## config.mk

```make
export PLATFORM = sky130hd
export DESIGN_NAME = srl_arbiter
export DESIGN_NICKNAME = d
export VERILOG_FILES = /design/src/rtl/srl_arbiter.sv
export SDC_FILE = /design/constraint.sdc
export NUM_CORES = 1
export LEC_CHECK = 0
export CAP_MARGIN = 20
export CORE_ASPECT_RATIO = 0.75
export CORE_MARGIN = 2
export CORE_UTILIZATION = 30
export DETAILED_ROUTE_END_ITERATION = 16
export PLACE_DENSITY = 0.65
export SKIP_LAST_GASP = 1
export SLEW_MARGIN = 10
export SYNTH_ARGS = -nofsm -noshare
export SYNTH_HDL_FRONTEND = slang
export SYNTH_SLANG_ARGS = --single-unit
export TNS_END_PERCENT = 10
```

## constraint.sdc

```tcl
create_clock -name clk -period 2.4 [get_ports clk]
set_clock_uncertainty 0.2 [all_clocks]
set_input_delay 0.36 -clock clk [delete_from_list [all_inputs] [get_ports clk]]
set_output_delay 0.36 -clock clk [all_outputs]
set_load 0.03 [all_outputs]
```

## src/rtl/srl_arbiter.sv

```systemverilog
// Two-requester arbiter in front of one shared logical-right-shift unit, with a one-entry tagged response buffer.
// Optional build macro: SRL_ARB_BYPASS_EN feeds the shifter straight from the winner and skips the EXEC state.
module srl_arbiter #(
  parameter int unsigned WIDTH      = 32,
  parameter bit          PRIO_FIXED = 1'b0
) (
  input  logic             clk,
  input  logic             rst_n,
  input  logic             req0_valid,
  output logic             req0_ready,
  input  logic [WIDTH-1:0] req0_a,
  input  logic [WIDTH-1:0] req0_b,
  input  logic             req1_valid,
  output logic             req1_ready,
  input  logic [WIDTH-1:0] req1_a,
  input  logic [WIDTH-1:0] req1_b,
  output logic             resp_valid,
  input  logic             resp_ready,
  output logic             resp_id,
  output logic [WIDTH-1:0] resp_result
);

  typedef enum logic [1:0] {
    IDLE = 2'd0,
    EXEC = 2'd1,
    RESP = 2'd2
  } state_t;

  state_t           state;
  state_t           state_nxt;
  logic             grant_id_c;
  logic             accept_c;
  logic             last_id_q;
  logic [WIDTH-1:0] srl_a_c;
  logic [WIDTH-1:0] srl_b_c;
  logic [WIDTH-1:0] srl_res_c;
`ifndef SRL_ARB_BYPASS_EN
  logic [WIDTH-1:0] a_q;
  logic [WIDTH-1:0] b_q;
`endif

  // State register
  always_ff @(posedge clk or negedge rst_n) begin
    if (!rst_n) begin
      state <= IDLE;
    end else begin
      state <= state_nxt;
    end
  end

  // Next state, grant and ready; ready is held low while reset is asserted
  always_comb begin
    state_nxt  = state;
    grant_id_c = 1'b0;
    accept_c   = 1'b0;
    req0_ready = 1'b0;
    req1_ready = 1'b0;
    case (state)
      IDLE: begin
        if (req0_valid && req1_valid) begin
          grant_id_c = PRIO_FIXED ? 1'b0 : ~last_id_q;
        end else begin
          grant_id_c = req1_valid;
        end
        if (rst_n && (req0_valid || req1_valid)) begin
          accept_c   = 1'b1;
          req0_ready = ~grant_id_c;
          req1_ready = grant_id_c;
`ifdef SRL_ARB_BYPASS_EN
          state_nxt  = RESP;
`else
          state_nxt  = EXEC;
`endif
        end
      end
      EXEC: state_nxt = RESP;
      RESP: begin
        if (resp_ready) begin
          state_nxt = IDLE;
        end
      end
      default: state_nxt = IDLE;
    endcase
  end

  // Shared shifter operand selection
  always_comb begin
`ifdef SRL_ARB_BYPASS_EN
    srl_a_c = grant_id_c ? req1_a : req0_a;
    srl_b_c = grant_id_c ? req1_b : req0_b;
`else
    srl_a_c = a_q;
    srl_b_c = b_q;
`endif
    srl_res_c = srl_a_c >> srl_b_c;
  end

  // Operand capture, response buffer and round-robin history
  always_ff @(posedge clk or negedge rst_n) begin
    if (!rst_n) begin
      last_id_q   <= 1'b1;
      resp_id     <= 1'b0;
      resp_valid  <= 1'b0;
      resp_result <= '0;
`ifndef SRL_ARB_BYPASS_EN
      a_q         <= '0;
      b_q         <= '0;
`endif
    end else begin
      resp_valid <= (state_nxt == RESP);
      if (accept_c) begin
        last_id_q <= grant_id_c;
        resp_id   <= grant_id_c;
`ifdef SRL_ARB_BYPASS_EN
        resp_result <= srl_res_c;
`else
        a_q <= grant_id_c ? req1_a : req0_a;
        b_q <= grant_id_c ? req1_b : req0_b;
`endif
      end
`ifndef SRL_ARB_BYPASS_EN
      if (state == EXEC) begin
        resp_result <= srl_res_c;
      end
`endif
    end
  end

endmodule

```

run_1/clock_wires.png
Scale: 3 px per micron.
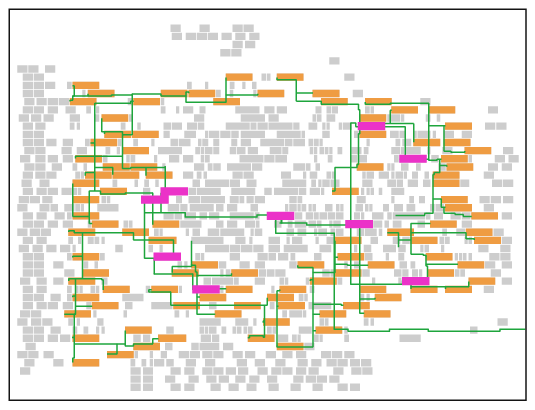
legend:
  magenta:
    item: clock-net drivers
    count: 9
  orange:
    item: flip-flops
    count: 101
  green:
    item: clock wires
    length: 1430 microns
routed clock nets: 10
Clk. pwr: 1.59 mW
clock network fraction of total power: 0.169
Worst-Skew Late Latency: 0.35 ns

run_1/congestion_map.png
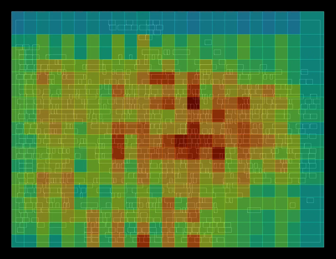
met3 demand-to-capacity share in global routing: 0.0428
global routing usage on met2: 0.241
most utilized layer in the global route result: met1
global-route usage over all layers: 0.177
Global Route met1 Usage: 0.282

run_1/ff_map.png
Scale: 3 px per micron. Other sequential cells in the stronger gray, the rest of the logic in the fainter gray.
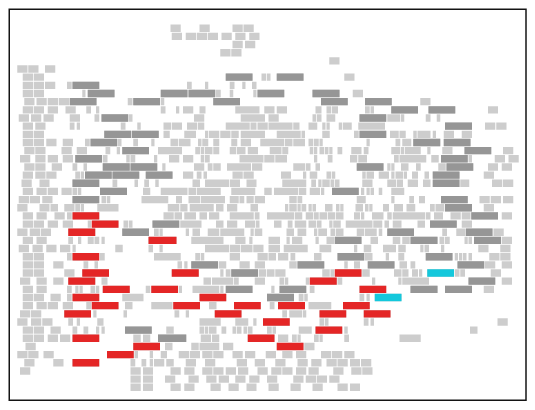
legend:
  cyan:
    netlist_name: `state`
    sequential_cells: 2
  red:
    netlist_name: `b_q`
    sequential_cells: 32
Seq group: 2.77 mW
sequential cell area share: 0.284
sequential cell area in the final layout: 0.00253 sq mm
Layout Utilization: 0.435

==> impl_table.tex, run 1 <==
% Auto-generated results table
\begin{tabular}{lr}
\hline
Metric & Value \\
\hline
\multicolumn{2}{l}{\textbf{Power}} \\
Design Power & 9.39 mW \\
Combinational-cell power consumption & 5.03 mW \\
Leading power group & combinational logic \\
Switching share of power & 0.416 \\
Switching Power & 3.91 mW \\
Internal power component & 5.48 mW \\
Combinational Power Share & 0.536 \\
Areal power density over the cells & 1050 mW/mm\^{}2 \\
Static power due to leakage & 3.78 nW \\
Flop pwr share & 0.295 \\
Peak supply drop & 671 uV \\
\multicolumn{2}{l}{\textbf{Setup path}} \\
Standard cell with the maximum stage delay on the critical path & sky130\_fd\_sc\_hd\_\_dfrtp\_1 \\
Setup crit end & resp\_result[20] \\
Startpoint of the lowest-slack register-to-register path & b\_q[0] \\
Top cell by count, worst path & sky130\_fd\_sc\_hd\_\_buf\_4 \\
Stages on the worst setup path & 8 \\
Endpoint arrival time on the critical path & 2.38 ns \\
Capturing point of the worst reg2reg path & resp\_result[20] \\
Worst path buffer plus inverter count & 4 \\
Register-to-register setup slack & 0.11 ns \\
Longest individual stage delay on the worst path & 0.48 ns \\
Register-to-Register Path Depth & 8 \\
Required arrival time at the worst endpoint & 2.49 ns \\
CP delay by family, top & buffers and inverters \\
Setup CP Type & reg2reg \\
Critical path endpoint category & flip-flop \\
Launching instance or port of the critical path & b\_q[0] \\
CP cell instances & buf\_4, inv\_1, buf\_4, mux2i\_1, mux2i\_1, o21ai\_1, buf\_4, a22o\_1 \\
Startpoint kind of the worst setup timing path & flip-flop \\
Top fanout value on the critical path & 9 \\
\multicolumn{2}{l}{\textbf{Route}} \\
Detailed Routing Iterations Pass 1 & 5 \\
Overall via count from detail\_route & 5600 \\
Routed wire length on met3 & 1590 microns \\
Number of routed nets with antenna violations & 0 \\
DRC errors left & 0 \\
Post-detailed-routing wire length & 19200 microns \\
Vias/cell & 5.08 \\
Routed WL per cell & 17.4 microns \\
Starting DRT DRC Count & 577 \\
Detail Route met2 WL & 7560 microns \\
Highest metal layer used by the detailed router & met4 \\
Routed metal-1 wire length & 9830 microns \\
\multicolumn{2}{l}{\textbf{Die}} \\
Boundary pin count & 169 \\
Standard cell core area & 0.0205 sq mm \\
Inserted tap cell count & 282 \\
Vertical extent of the die & 130 microns \\
Number of standard-cell rows in the floorplan & 45 \\
Fp util & 0.309 \\
Total Die Area & 0.0223 sq mm \\
Die extent in x & 172 microns \\
\multicolumn{2}{l}{\textbf{Worst hold path}} \\
Worst min-delay path startpoint & resp\_result[30] \\
Worst min-delay path endpoint & resp\_result[30] \\
Min-delay worst type & reg2reg \\
Cell depth of the worst hold path & 2 \\
\multicolumn{2}{l}{\textbf{Final layout}} \\
Combinational share of cell area & 0.397 \\
NumNets Final & 948 \\
Footprint of the multi-input gates & 0.00353 sq mm \\
Share of layout cells above drive strength 1 & 0.149 \\
Leading cell type in the layout, fill and taps excluded & sky130\_fd\_sc\_hd\_\_clkdlybuf4s50\_1 \\
Multi-In Gates & 478 \\
Final-layout fill cell count & 2018 \\
Final standard cell count with taps included and fillers excluded & 1102 \\
Signal buf overhead & 0.242 \\
Number of non-clock inverters & 5 \\
Area-dominant class & combinational gates \\
Signed area change from the synthesized netlist to the final layout & 40.6\% \\
Highest-count cells in the layout ignoring fill and taps & sky130\_fd\_sc\_hd\_\_clkdlybuf4s50\_1, sky130\_fd\_sc\_hd\_\_nand2\_1, sky130\_fd\_sc\_hd\_\_mux2i\_1 \\
Clock Network Area Fraction & 0.0355 \\
Tally of clock buffers in the finished layout & 11 \\
Registers with the most flip-flops & a\_q (32), b\_q (32), resp\_result (32) \\
Ant. Diodes & 0 \\
Number of ordinary and repair buffers in the finished layout & 220 \\
Post-route cell area & 0.00891 sq mm \\
Registers & 101 \\
\multicolumn{2}{l}{\textbf{Placed design}} \\
Post-Place Worst Slack & 0.0360 ns \\
Cell area reported after detailed placement & 0.00856 sq mm \\
Placed wire-length estimate & 14800 microns \\
\# port buffers & 168 \\
Global placer's final weighted congestion & 0.948 \\
Placed cell count & 1083 \\
\multicolumn{2}{l}{\textbf{Synthesis}} \\
Net Count, Synth & 769 \\
Top FF cell, synth & sky130\_fd\_sc\_hd\_\_dfrtp\_1 \\
Cell taking the most area after synthesis & sky130\_fd\_sc\_hd\_\_dfrtp\_1 \\
Synth Warn \# & 0 \\
Share of synthesized cell area in and, or, nand and nor gates & 0.136 \\
Netlist area before placement & 0.00633 sq mm \\
Synth top area cells & sky130\_fd\_sc\_hd\_\_dfrtp\_1, sky130\_fd\_sc\_hd\_\_mux2i\_1, sky130\_fd\_sc\_hd\_\_mux4\_2 \\
Mux share of post-synthesis cell area & 0.276 \\
Most used standard cells in the synthesized netlist & sky130\_fd\_sc\_hd\_\_nand2\_1, sky130\_fd\_sc\_hd\_\_mux2i\_1, sky130\_fd\_sc\_hd\_\_dfrtp\_1 \\
Area share of fa/ha/maj cells after synthesis & 0 \\
Proportion of synthesized chip area in sequential cells & 0.399 \\
Post-synthesis average cell area & 9.96 sq um \\
Main logic family after synthesis & multiplexers \\
Area share of the largest cell type after synthesis & 0.395 \\
Chip area in the Yosys report & 0.00633 sq mm \\
Count of distinct cell types in the synthesized netlist & 58 \\
Post-Syn Instances & 636 \\
Async SR Flop Fraction & 1.00 \\
Xor/xnor share of the synthesized area & 0 \\
Synthesized registers & 101 \\
Yosys stat cell total & 636 \\
Most popular library cell in the synthesized design by count & sky130\_fd\_sc\_hd\_\_nand2\_1 \\
Count of flip-flops with a built-in enable after synthesis & 0 \\
\multicolumn{2}{l}{\textbf{Clocking}} \\
CTS root buffer & sky130\_fd\_sc\_hd\_\_clkbuf\_16 \\
H-tree depth & 3 \\
Hold buffers post-CTS & 1 \\
CTS sink count & 101 \\
Number of buffers inserted by post-CTS setup repair & 0 \\
Gates resized, CTS repair & 0 \\
Max clock buf depth & 2 \\
CTS tree & done \\
Number of CTS-inserted buffers & 9 \\
Clock input transition at the sequential cells of the worst setup and hold paths & 0.07 ns \\
\multicolumn{2}{l}{\textbf{Global route}} \\
Vias in the first global route & 5466 \\
Number of antenna violations at the first check in global routing & 0 \\
Wire length of the first global-routing pass & 30400 microns \\
GR Overflow Total & 0 \\
Pin count of the biggest net entering global routing & 102 \\
\multicolumn{2}{l}{\textbf{STA}} \\
Setup\_tns & 0 ns \\
Share of the clock period used by the worst path & 0.956 \\
Tightest Pin Transition & 0.685 ns \\
Setup repair after global routing missed its margin & true \\
Worst hold slack & 0.280 ns \\
Fmax & 0.436 GHz \\
Smallest setup slack after layout & 0.105 ns \\
Tmin final & 2.29 ns \\
Max-slew violation count & 0 \\
Max-slew headroom at the worst pin & 0.539 \\
Final hold violations & 0 \\
\multicolumn{2}{l}{\textbf{Flow run}} \\
Max-Cap Viols & 0 \\
Count of tool warnings & 29 \\
\multicolumn{2}{l}{\textbf{Run status}} \\
Result of the run & completed \\
\hline
\end{tabular}
## Run 2: what changed since run 1
--- a/config.mk
+++ b/config.mk
@@ -10,6 +10,7 @@
 export CORE_MARGIN = 2
 export CORE_UTILIZATION = 30
 export DETAILED_ROUTE_END_ITERATION = 16
+export GPL_TIMING_DRIVEN = 1
 export PLACE_DENSITY = 0.65
 export SKIP_LAST_GASP = 1
 export SLEW_MARGIN = 10
run_2/floorplan.png
Scale: 2 px per micron. Pins as bars on the die edge.
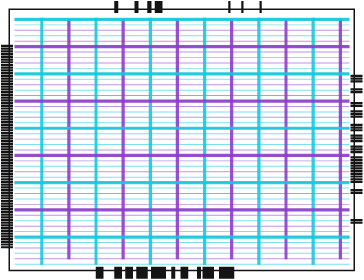
legend:
  cyan:
    net: VSS
  purple:
    net: VDD
met5 straps: 9
met1 rails: 46
signal pins: 169
rows: 45
die extent in x: 172 microns
peak supply drop: 671 uV
standard cell core area: 0.0205 sq mm
vertical extent of the die: 130 microns

==> run 2 against run 1 <==
Compared with the run above: combinational power barely moved; via count unchanged; largest cell class unchanged; first-iteration DRC count is the same; fmax stayed put; routed wire length unchanged; final cell count is the same; critical endpoint unchanged.
==> impl_table.tex, run 2 <==
% Auto-generated results table
\begin{tabular}{lr}
\hline
Metric & Value \\
\hline
\multicolumn{2}{l}{\textbf{Run status}} \\
Result of the run & completed (unchanged) \\
\multicolumn{2}{l}{\textbf{Setup path}} \\
Register-to-Register Path Depth & 8 (unchanged) \\
CP cell instances & buf\_4, inv\_1, buf\_4, mux2i\_1, mux2i\_1, o21ai\_1, buf\_4, a22o\_1 (unchanged) \\
Capturing point of the worst reg2reg path & resp\_result[20] (unchanged) \\
Required arrival time at the worst endpoint & 2.49 ns (about the same) \\
CP delay by family, top & buffers and inverters (unchanged) \\
Worst path buffer plus inverter count & 4 (unchanged) \\
Top fanout value on the critical path & 9 (unchanged) \\
Endpoint arrival time on the critical path & 2.38 ns (about the same) \\
Longest individual stage delay on the worst path & 0.48 ns (about the same) \\
Launching instance or port of the critical path & b\_q[0] (unchanged) \\
Stages on the worst setup path & 8 (unchanged) \\
Startpoint kind of the worst setup timing path & flip-flop (unchanged) \\
Setup CP Type & reg2reg (unchanged) \\
Startpoint of the lowest-slack register-to-register path & b\_q[0] (unchanged) \\
Setup crit end & resp\_result[20] (unchanged) \\
Register-to-register setup slack & 0.11 ns (about the same) \\
Standard cell with the maximum stage delay on the critical path & sky130\_fd\_sc\_hd\_\_dfrtp\_1 (unchanged) \\
\multicolumn{2}{l}{\textbf{Power}} \\
Design Power & 9.39 mW (unchanged) \\
Clk. pwr & 1.59 mW (about the same) \\
Areal power density over the cells & 1050 mW/mm\^{}2 (unchanged) \\
Switching share of power & 0.416 (unchanged) \\
Flop pwr share & 0.295 (about the same) \\
Seq group & 2.77 mW (about the same) \\
Switching Power & 3.91 mW (unchanged) \\
Combinational-cell power consumption & 5.03 mW (about the same) \\
Leading power group & combinational logic (unchanged) \\
Clock network fraction of total power & 0.169 (about the same) \\
Internal power component & 5.48 mW (unchanged) \\
Static power due to leakage & 3.78 nW (unchanged) \\
Combinational Power Share & 0.536 (about the same) \\
\multicolumn{2}{l}{\textbf{Synthesis}} \\
Count of flip-flops with a built-in enable after synthesis & 0 (unchanged) \\
Main logic family after synthesis & multiplexers (unchanged) \\
Chip area in the Yosys report & 0.00633 sq mm (unchanged) \\
Synth top area cells & sky130\_fd\_sc\_hd\_\_dfrtp\_1, sky130\_fd\_sc\_hd\_\_mux2i\_1, sky130\_fd\_sc\_hd\_\_mux4\_2 (unchanged) \\
Xor/xnor share of the synthesized area & 0 (unchanged) \\
Netlist area before placement & 0.00633 sq mm (unchanged) \\
Share of synthesized cell area in and, or, nand and nor gates & 0.136 (unchanged) \\
Mux share of post-synthesis cell area & 0.276 (unchanged) \\
Cell taking the most area after synthesis & sky130\_fd\_sc\_hd\_\_dfrtp\_1 (unchanged) \\
Post-Syn Instances & 636 (unchanged) \\
Top FF cell, synth & sky130\_fd\_sc\_hd\_\_dfrtp\_1 (unchanged) \\
Async SR Flop Fraction & 1.00 (unchanged) \\
Area share of the largest cell type after synthesis & 0.395 (unchanged) \\
Proportion of synthesized chip area in sequential cells & 0.399 (unchanged) \\
Yosys stat cell total & 636 (unchanged) \\
Synthesized registers & 101 (unchanged) \\
Net Count, Synth & 769 (unchanged) \\
Area share of fa/ha/maj cells after synthesis & 0 (unchanged) \\
Most used standard cells in the synthesized netlist & sky130\_fd\_sc\_hd\_\_nand2\_1, sky130\_fd\_sc\_hd\_\_mux2i\_1, sky130\_fd\_sc\_hd\_\_dfrtp\_1 (unchanged) \\
Count of distinct cell types in the synthesized netlist & 58 (unchanged) \\
Post-synthesis average cell area & 9.96 sq um (unchanged) \\
Synth Warn \# & 0 (unchanged) \\
Most popular library cell in the synthesized design by count & sky130\_fd\_sc\_hd\_\_nand2\_1 (unchanged) \\
\multicolumn{2}{l}{\textbf{Route}} \\
Number of routed nets with antenna violations & 0 (unchanged) \\
Detailed Routing Iterations Pass 1 & 5 (unchanged) \\
Routed metal-1 wire length & 9830 microns (unchanged) \\
Detail Route met2 WL & 7560 microns (unchanged) \\
Overall via count from detail\_route & 5600 (unchanged) \\
DRC errors left & 0 (unchanged) \\
Post-detailed-routing wire length & 19200 microns (unchanged) \\
Routed WL per cell & 17.4 microns (unchanged) \\
Vias/cell & 5.08 (unchanged) \\
Highest metal layer used by the detailed router & met4 (unchanged) \\
Routed wire length on met3 & 1590 microns (unchanged) \\
Starting DRT DRC Count & 577 (unchanged) \\
\multicolumn{2}{l}{\textbf{Final layout}} \\
Sequential cell area share & 0.284 (unchanged) \\
Registers with the most flip-flops & a\_q (32), b\_q (32), resp\_result (32) (unchanged) \\
Area-dominant class & combinational gates (unchanged) \\
Registers & 101 (unchanged) \\
Multi-In Gates & 478 (unchanged) \\
Layout Utilization & 0.435 (unchanged) \\
Signal buf overhead & 0.242 (unchanged) \\
Combinational share of cell area & 0.397 (unchanged) \\
Post-route cell area & 0.00891 sq mm (unchanged) \\
NumNets Final & 948 (unchanged) \\
Share of layout cells above drive strength 1 & 0.149 (unchanged) \\
Number of ordinary and repair buffers in the finished layout & 220 (unchanged) \\
Ant. Diodes & 0 (unchanged) \\
Footprint of the multi-input gates & 0.00353 sq mm (unchanged) \\
Final-layout fill cell count & 2018 (unchanged) \\
Clock Network Area Fraction & 0.0355 (unchanged) \\
Highest-count cells in the layout ignoring fill and taps & sky130\_fd\_sc\_hd\_\_clkdlybuf4s50\_1, sky130\_fd\_sc\_hd\_\_nand2\_1, sky130\_fd\_sc\_hd\_\_mux2i\_1 (unchanged) \\
Sequential cell area in the final layout & 0.00253 sq mm (unchanged) \\
Tally of clock buffers in the finished layout & 11 (unchanged) \\
Leading cell type in the layout, fill and taps excluded & sky130\_fd\_sc\_hd\_\_clkdlybuf4s50\_1 (unchanged) \\
Signed area change from the synthesized netlist to the final layout & 40.6\% (unchanged) \\
\multicolumn{2}{l}{\textbf{Placed design}} \\
Cell area reported after detailed placement & 0.00856 sq mm (unchanged) \\
Global placer's final weighted congestion & 0.948 (unchanged) \\
Post-Place Worst Slack & 0.0360 ns (unchanged) \\
\# port buffers & 168 (unchanged) \\
Placed cell count & 1083 (unchanged) \\
Placed wire-length estimate & 14800 microns (unchanged) \\
\multicolumn{2}{l}{\textbf{Global route}} \\
Pin count of the biggest net entering global routing & 102 (unchanged) \\
GR Overflow Total & 0 (unchanged) \\
Global-route usage over all layers & 0.177 (unchanged) \\
Most utilized layer in the global route result & met1 (unchanged) \\
Met3 demand-to-capacity share in global routing & 0.0428 (unchanged) \\
Global routing usage on met2 & 0.241 (unchanged) \\
Vias in the first global route & 5466 (unchanged) \\
Number of antenna violations at the first check in global routing & 0 (unchanged) \\
Wire length of the first global-routing pass & 30400 microns (unchanged) \\
Global Route met1 Usage & 0.282 (unchanged) \\
\multicolumn{2}{l}{\textbf{Clocking}} \\
Clock input transition at the sequential cells of the worst setup and hold paths & 0.07 ns (about the same) \\
Hold buffers post-CTS & 1 (unchanged) \\
Number of CTS-inserted buffers & 9 (unchanged) \\
Gates resized, CTS repair & 0 (unchanged) \\
Number of buffers inserted by post-CTS setup repair & 0 (unchanged) \\
CTS sink count & 101 (unchanged) \\
H-tree depth & 3 (unchanged) \\
Worst-Skew Late Latency & 0.35 ns (about the same) \\
Max clock buf depth & 2 (unchanged) \\
CTS root buffer & sky130\_fd\_sc\_hd\_\_clkbuf\_16 (unchanged) \\
\multicolumn{2}{l}{\textbf{Die}} \\
Number of standard-cell rows in the floorplan & 45 (unchanged) \\
Total Die Area & 0.0223 sq mm (unchanged) \\
Inserted tap cell count & 282 (unchanged) \\
Boundary pin count & 169 (unchanged) \\
\multicolumn{2}{l}{\textbf{Worst hold path}} \\
Worst min-delay path startpoint & resp\_result[30] (unchanged) \\
Worst min-delay path endpoint & resp\_result[30] (unchanged) \\
Min-delay worst type & reg2reg (unchanged) \\
Cell depth of the worst hold path & 2 (unchanged) \\
\multicolumn{2}{l}{\textbf{Flow run}} \\
Count of tool warnings & 29 (unchanged) \\
Max-Cap Viols & 0 (unchanged) \\
\multicolumn{2}{l}{\textbf{STA}} \\
Tmin final & 2.29 ns (unchanged) \\
Setup\_tns & 0 ns (unchanged) \\
Final hold violations & 0 (unchanged) \\
Fmax & 0.436 GHz (unchanged) \\
Max-slew headroom at the worst pin & 0.539 (unchanged) \\
Max-slew violation count & 0 (unchanged) \\
Smallest setup slack after layout & 0.105 ns (unchanged) \\
Setup repair after global routing missed its margin & true (unchanged) \\
Share of the clock period used by the worst path & 0.956 (unchanged) \\
Worst hold slack & 0.280 ns (unchanged) \\
\hline
\end{tabular}
No activity file was given, so power comes from the tool's default toggle rates.
